[src/rtl/dcache_pkg.sv]
// Shared types and geometry helpers for the direct-mapped write-back data cache.
package dcache_pkg;

  typedef enum logic [1:0] {
    S_IDLE,
    S_LOOKUP,
    S_WB,
    S_FILL
  } state_t;

  localparam int unsigned WORD_W    = 32;
  localparam int unsigned DEF_LINES = 16;
  localparam int unsigned DEF_WORDS = 4;

  typedef logic [WORD_W-1:0] word_t;

  // Line type for the default geometry; parameterised instances size lines as WORD_W*WORDS.
  typedef logic [WORD_W*DEF_WORDS-1:0] line_t;

  // Byte-offset bits within a line: word select plus the two byte bits.
  function automatic int unsigned off_bits(input int unsigned words);
    return $clog2(words) + 2;
  endfunction

  function automatic int unsigned idx_bits(input int unsigned lines);
    return $clog2(lines);
  endfunction

  function automatic int unsigned tag_bits(input int unsigned addr_w,
                                           input int unsigned lines,
                                           input int unsigned words);
    return addr_w - off_bits(words) - idx_bits(lines);
  endfunction

  // Word-select width, kept at least one bit so single-word lines still elaborate.
  function automatic int unsigned sel_bits(input int unsigned words);
    return (words > 1) ? $clog2(words) : 1;
  endfunction

endpackage

[src/rtl/dcache_array.sv]
// Valid/dirty/tag/data storage: one asynchronous read port, a full-line refill
// port, a single-word store port and a dirty-clear port. Valid and dirty bits
// clear synchronously on reset; tags and data are left as they are.
module dcache_array
  import dcache_pkg::*;
#(
  parameter int unsigned LINES = 16,
  parameter int unsigned WORDS = 4,
  parameter int unsigned TAG_W = 24
) (
  input  logic                     clk,
  input  logic                     reset,
  input  logic [$clog2(LINES)-1:0] rd_idx,
  output logic                     rd_valid,
  output logic                     rd_dirty,
  output logic [TAG_W-1:0]         rd_tag,
  output logic [WORD_W*WORDS-1:0]  rd_line,
  input  logic                     lw_en,
  input  logic [$clog2(LINES)-1:0] lw_idx,
  input  logic [TAG_W-1:0]         lw_tag,
  input  logic [WORD_W*WORDS-1:0]  lw_line,
  input  logic                     ww_en,
  input  logic [$clog2(LINES)-1:0] ww_idx,
  input  logic [sel_bits(WORDS)-1:0] ww_sel,
  input  logic [WORD_W-1:0]        ww_data,
  input  logic                     dc_en,
  input  logic [$clog2(LINES)-1:0] dc_idx
);

  logic [LINES-1:0]        valid_q;
  logic [LINES-1:0]        dirty_q;
  logic [TAG_W-1:0]        tag_q  [LINES];
  logic [WORD_W*WORDS-1:0] data_q [LINES];

  // Combinational read of the selected line.
  always_comb begin
    rd_valid = valid_q[rd_idx];
    rd_dirty = dirty_q[rd_idx];
    rd_tag   = tag_q[rd_idx];
    rd_line  = data_q[rd_idx];
  end

  // Line refill, word store and dirty clear; reset drops every valid and dirty bit.
  always_ff @(posedge clk) begin
    if (reset) begin
      valid_q <= '0;
      dirty_q <= '0;
    end else begin
      if (lw_en) begin
        valid_q[lw_idx] <= 1'b1;
        dirty_q[lw_idx] <= 1'b0;
        tag_q[lw_idx]   <= lw_tag;
        data_q[lw_idx]  <= lw_line;
      end
      if (ww_en) begin
        data_q[ww_idx][WORD_W*int'(ww_sel) +: WORD_W] <= ww_data;
        dirty_q[ww_idx] <= 1'b1;
      end
      if (dc_en) begin
        dirty_q[dc_idx] <= 1'b0;
      end
    end
  end

endmodule

[src/rtl/dcache_ctrl.sv]
// Direct-mapped write-back data cache controller for the M-stage load/store port.
// Optional build macro DCACHE_STATS_EN adds stat_hits/stat_misses/stat_wbs counters.
module dcache_ctrl
  import dcache_pkg::*;
#(
  parameter int unsigned LINES  = 16,
  parameter int unsigned WORDS  = 4,
  parameter int unsigned ADDR_W = 32
) (
  input  logic                    clk,
  input  logic                    reset,
  input  logic                    req_rd,
  input  logic                    req_wr,
  input  logic [ADDR_W-1:0]       addr,
  input  logic [31:0]             wdata,
  output logic [31:0]             rdata,
  output logic                    hit,
  output logic                    miss,
  output logic                    dirty,
  output logic                    done,
  output logic                    stall,
  output logic                    mem_req,
  output logic                    mem_we,
  output logic [ADDR_W-1:0]       mem_addr,
  output logic [32*WORDS-1:0]     mem_wdata,
  input  logic [32*WORDS-1:0]     mem_rdata,
  input  logic                    mem_ack
`ifdef DCACHE_STATS_EN
  ,
  output logic [31:0]             stat_hits,
  output logic [31:0]             stat_misses,
  output logic [31:0]             stat_wbs
`endif
);

  localparam int unsigned OFF_W = off_bits(WORDS);
  localparam int unsigned IDX_W = idx_bits(LINES);
  localparam int unsigned TAG_W = tag_bits(ADDR_W, LINES, WORDS);
  localparam int unsigned SEL_W = sel_bits(WORDS);
  localparam logic [OFF_W-1:0] OFF_ZERO = '0;

  state_t state_q, state_d;

  logic             op_wr_q;
  logic [TAG_W-1:0] tag_q;
  logic [IDX_W-1:0] idx_q;
  logic [SEL_W-1:0] sel_q;
  logic [31:0]      wdata_q;

  logic hit_q, miss_q, dirty_q;

  logic [IDX_W-1:0] in_idx;
  logic [TAG_W-1:0] in_tag;
  logic [SEL_W-1:0] in_sel;
  logic             req_any;
  logic             accept;
  logic             lookup_hit;
  logic             unused_addr_bits;

  logic [IDX_W-1:0]      rd_idx;
  logic                  rd_valid, rd_dirty;
  logic [TAG_W-1:0]      rd_tag;
  logic [32*WORDS-1:0]   rd_line;
  logic                  lw_en, ww_en, dc_en;

  assign in_idx           = addr[OFF_W +: IDX_W];
  assign in_tag           = addr[OFF_W+IDX_W +: TAG_W];
  assign in_sel           = addr[2 +: SEL_W];
  assign unused_addr_bits = ^addr[1:0];
  assign req_any          = req_rd | req_wr;
  assign accept           = (state_q == S_IDLE) && req_any;

  // The tag check is done against the incoming address while idle so the
  // registered hit/miss/dirty are already valid in the first LOOKUP cycle.
  assign rd_idx     = (state_q == S_IDLE) ? in_idx : idx_q;
  assign lookup_hit = rd_valid && (rd_tag == in_tag);

  dcache_array #(
    .LINES (LINES),
    .WORDS (WORDS),
    .TAG_W (TAG_W)
  ) u_array (
    .clk      (clk),
    .reset    (reset),
    .rd_idx   (rd_idx),
    .rd_valid (rd_valid),
    .rd_dirty (rd_dirty),
    .rd_tag   (rd_tag),
    .rd_line  (rd_line),
    .lw_en    (lw_en),
    .lw_idx   (idx_q),
    .lw_tag   (tag_q),
    .lw_line  (mem_rdata),
    .ww_en    (ww_en),
    .ww_idx   (idx_q),
    .ww_sel   (sel_q),
    .ww_data  (wdata_q),
    .dc_en    (dc_en),
    .dc_idx   (idx_q)
  );

  // State register.
  always_ff @(posedge clk) begin
    if (reset) state_q <= S_IDLE;
    else       state_q <= state_d;
  end

  // Capture the request when it is accepted; a simultaneous read and write is a read.
  always_ff @(posedge clk) begin
    if (reset) begin
      op_wr_q <= 1'b0;
      tag_q   <= '0;
      idx_q   <= '0;
      sel_q   <= '0;
      wdata_q <= '0;
    end else if (accept) begin
      op_wr_q <= req_wr & ~req_rd;
      tag_q   <= in_tag;
      idx_q   <= in_idx;
      sel_q   <= in_sel;
      wdata_q <= wdata;
    end
  end

  // Lookup status registers; a refill forces the following re-lookup to hit on a clean line.
  always_ff @(posedge clk) begin
    if (reset) begin
      hit_q   <= 1'b0;
      miss_q  <= 1'b0;
      dirty_q <= 1'b0;
    end else if (accept) begin
      hit_q   <= lookup_hit;
      miss_q  <= ~lookup_hit;
      dirty_q <= rd_dirty;
    end else if (state_q == S_FILL && mem_ack) begin
      hit_q   <= 1'b1;
      miss_q  <= 1'b0;
      dirty_q <= 1'b0;
    end
  end

  assign hit   = hit_q;
  assign miss  = miss_q;
  assign dirty = dirty_q;
  assign stall = req_any & ~done;

  // Next-state, memory-bus and array-write control.
  always_comb begin
    state_d   = state_q;
    done      = 1'b0;
    rdata     = '0;
    mem_req   = 1'b0;
    mem_we    = 1'b0;
    mem_addr  = '0;
    mem_wdata = '0;
    lw_en     = 1'b0;
    ww_en     = 1'b0;
    dc_en     = 1'b0;
    case (state_q)
      S_IDLE: begin
        if (req_any) state_d = S_LOOKUP;
      end
      S_LOOKUP: begin
        if (hit_q) begin
          done    = 1'b1;
          state_d = S_IDLE;
          if (op_wr_q) ww_en = 1'b1;
          else         rdata = rd_line[32*int'(sel_q) +: 32];
        end else if (dirty_q) begin
          state_d = S_WB;
        end else begin
          state_d = S_FILL;
        end
      end
      S_WB: begin
        mem_req   = 1'b1;
        mem_we    = 1'b1;
        mem_addr  = {rd_tag, idx_q, OFF_ZERO};
        mem_wdata = rd_line;
        if (mem_ack) begin
          dc_en   = 1'b1;
          state_d = S_FILL;
        end
      end
      S_FILL: begin
        mem_req  = 1'b1;
        mem_addr = {tag_q, idx_q, OFF_ZERO};
        if (mem_ack) begin
          lw_en   = 1'b1;
          state_d = S_LOOKUP;
        end
      end
      default: state_d = S_IDLE;
    endcase
  end

`ifdef DCACHE_STATS_EN
  logic relook_q;

  // Marks the LOOKUP that follows a refill so it is not counted a second time.
  always_ff @(posedge clk) begin
    if (reset)                             relook_q <= 1'b0;
    else if (state_q == S_FILL && mem_ack) relook_q <= 1'b1;
    else if (accept)                       relook_q <= 1'b0;
  end

  // Access statistics; all counters wrap.
  always_ff @(posedge clk) begin
    if (reset) begin
      stat_hits   <= '0;
      stat_misses <= '0;
      stat_wbs    <= '0;
    end else begin
      if (state_q == S_LOOKUP && !relook_q && hit_q)  stat_hits   <= stat_hits + 32'd1;
      if (state_q == S_LOOKUP && !relook_q && miss_q) stat_misses <= stat_misses + 32'd1;
      if (state_q == S_WB && mem_ack)                 stat_wbs    <= stat_wbs + 32'd1;
    end
  end
`endif

endmodule

[config.mk]
export PLATFORM = sky130hd
export DESIGN_NAME = dcache_ctrl
export DESIGN_NICKNAME = d
export VERILOG_FILES = /design/src/rtl/dcache_pkg.sv /design/src/rtl/dcache_array.sv /design/src/rtl/dcache_ctrl.sv
export SDC_FILE = /design/constraint.sdc
export NUM_CORES = 2
export LEC_CHECK = 0
export CORE_MARGIN = 2
export CORE_UTILIZATION = 45
export CTS_CLUSTER_SIZE = 10
export DETAILED_ROUTE_END_ITERATION = 8
export PLACE_DENSITY_LB_ADDON = 0.12
export SETUP_SLACK_MARGIN = 0.15
export SYNTH_ARGS = -nofsm -noshare
export SYNTH_HDL_FRONTEND = slang
export SYNTH_HIERARCHICAL = 1
export SYNTH_SLANG_ARGS = --single-unit
[constraint.sdc]
create_clock -name clk -period 4.7 [get_ports clk]
set_input_delay 0.94 -clock clk [delete_from_list [all_inputs] [get_ports clk]]
set_output_delay 0.94 -clock clk [all_outputs]
set_load 0.01 [all_outputs]
==> images/ff_map.png <==
Scale bar: 200 um. Other sequential cells in the stronger gray, the rest of the logic in the fainter gray.
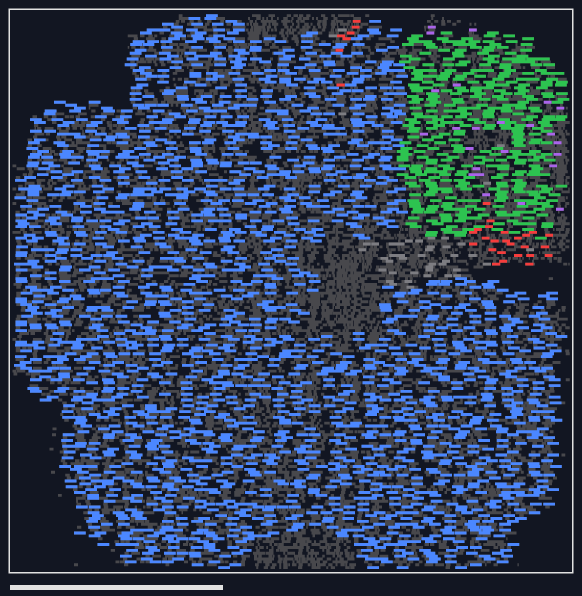
- u_array/data_q: blue (sequential cells 2048; where all over the die)
- tag_q: purple (sequential cells 24; where upper right)
- u_array/tag_q: green (sequential cells 384; where upper right)
- wdata_q: red (sequential cells 32)
- not colored: 44

==> images/clock_nets.png <==
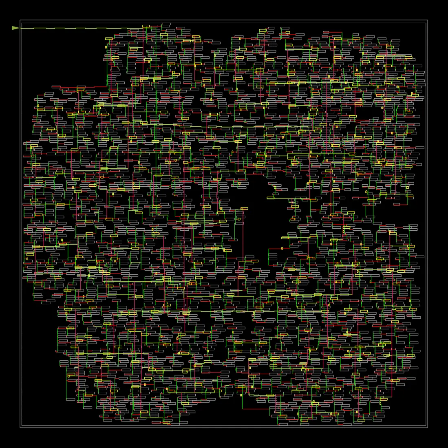
Inserted Clock Buffers: 305
clock buffer instance count of the final layout: 410

==> results.json <==
{
  "compound_area_frac": 0.0304,
  "max-slew-margin-rel": 0.0393,
  "first_iter_violations": 10313,
  "final-setup-viol-count": 183,
  "pg_clk_mw": 21.5,
  "layout_top_cells": "sky130_fd_sc_hd__edfxtp_1, sky130_fd_sc_hd__mux2_2, sky130_fd_sc_hd__mux4_2",
  "synth_area_per_cell_um2": 16.6,
  "cp_max_fo": 6,
  "whs_ns": 0.311,
  "grt_max_degree": 86,
  "firstDrtPassIters": 6,
  "tightestPinTransition_ns": 1.43,
  "grtUsageMet3": 0.0792,
  "count_of_library_flops_with_an_enable_pin": 2432,
  "gr_usage_total": 0.345,
  "largest_register": "u_array/data_q",
  "insertedDiodeCount": 88,
  "grt_first_pass_wirelength_um": 663000,
  "dr_wl_met3_um": 50100,
  "grt_remaining_overflow": 0,
  "post_synth_instance_area_um2": 124000,
  "setup.worst_path.end_class": "output pin",
  "floorplan.rows": 192,
  "synth-area-yosys_um2": 124000,
  "cpMaxStageDelayCell": "sky130_fd_sc_hd__mux4_2",
  "warnings": 41,
  "rr_startpoint": "state_q[1]",
  "final.period_utilization": 1.17,
  "topCombFamilyByArea": "multiplexers",
  "hold_buffers": 0,
  "num-nonclk-buffers": 1640,
  "worstHoldPathCells": 2,
  "ys_seq_elements": 2532,
  "outcome": "complete, but fails checks",
  "fa_ha_area_frac": 0.000908,
  "routedLengthMet1_um": 184000,
  "cpMostUsedCell": "sky130_fd_sc_hd__buf_12",
  "failed_checks": "setup timing",
  "netlist.area_leader.share": 0.589,
  "maxCapViolations": 0,
  "yosys.stat.seqShare": 0.605,
  "power.sequential.fraction": 0.349,
  "critical_path.endpoint": "rdata[28]",
  "worst-r2r-setup-slack_ns": -0.38,
  "detailed_place_hpwl_um": 289000,
  "cp_num_cells": 16,
  "filler_cell_count": 21158,
  "die-area_um2": 280000,
  "postCtsSetupRepairBufs": 310,
  "initCoreUtil": 0.453,
  "fin_worst_setup_slack_ns": -0.814
}
==> images/port_trees.png <==
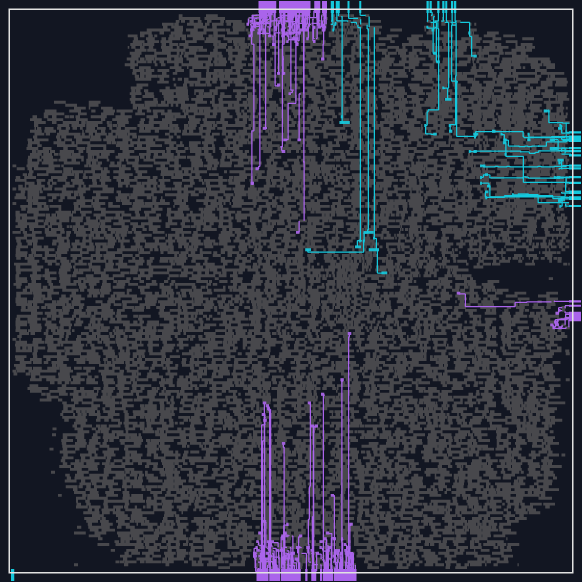
- addr: cyan (direction input; edge 17 right, 13 top, 2 bottom; end cells 61; buffers 33; wire 2740 um)
- mem_wdata: purple (direction output; edge 66 bottom, 54 top, 8 right; end cells 128; buffers 129; wire 6130 um)
Port-buffer cells: 389
I/O pins: 396

==> images/layers.png <==
Scale bar: 200 um.
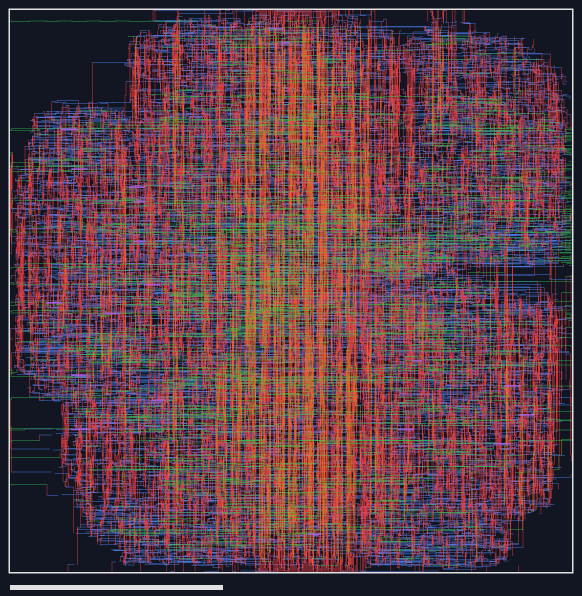
- M1: blue (wire length 184 mm)
- M5: purple (wire length 236 um)
- M4: orange (wire length 33.0 mm)
- M2: red (wire length 224 mm)
- M3: green (wire length 50.1 mm)

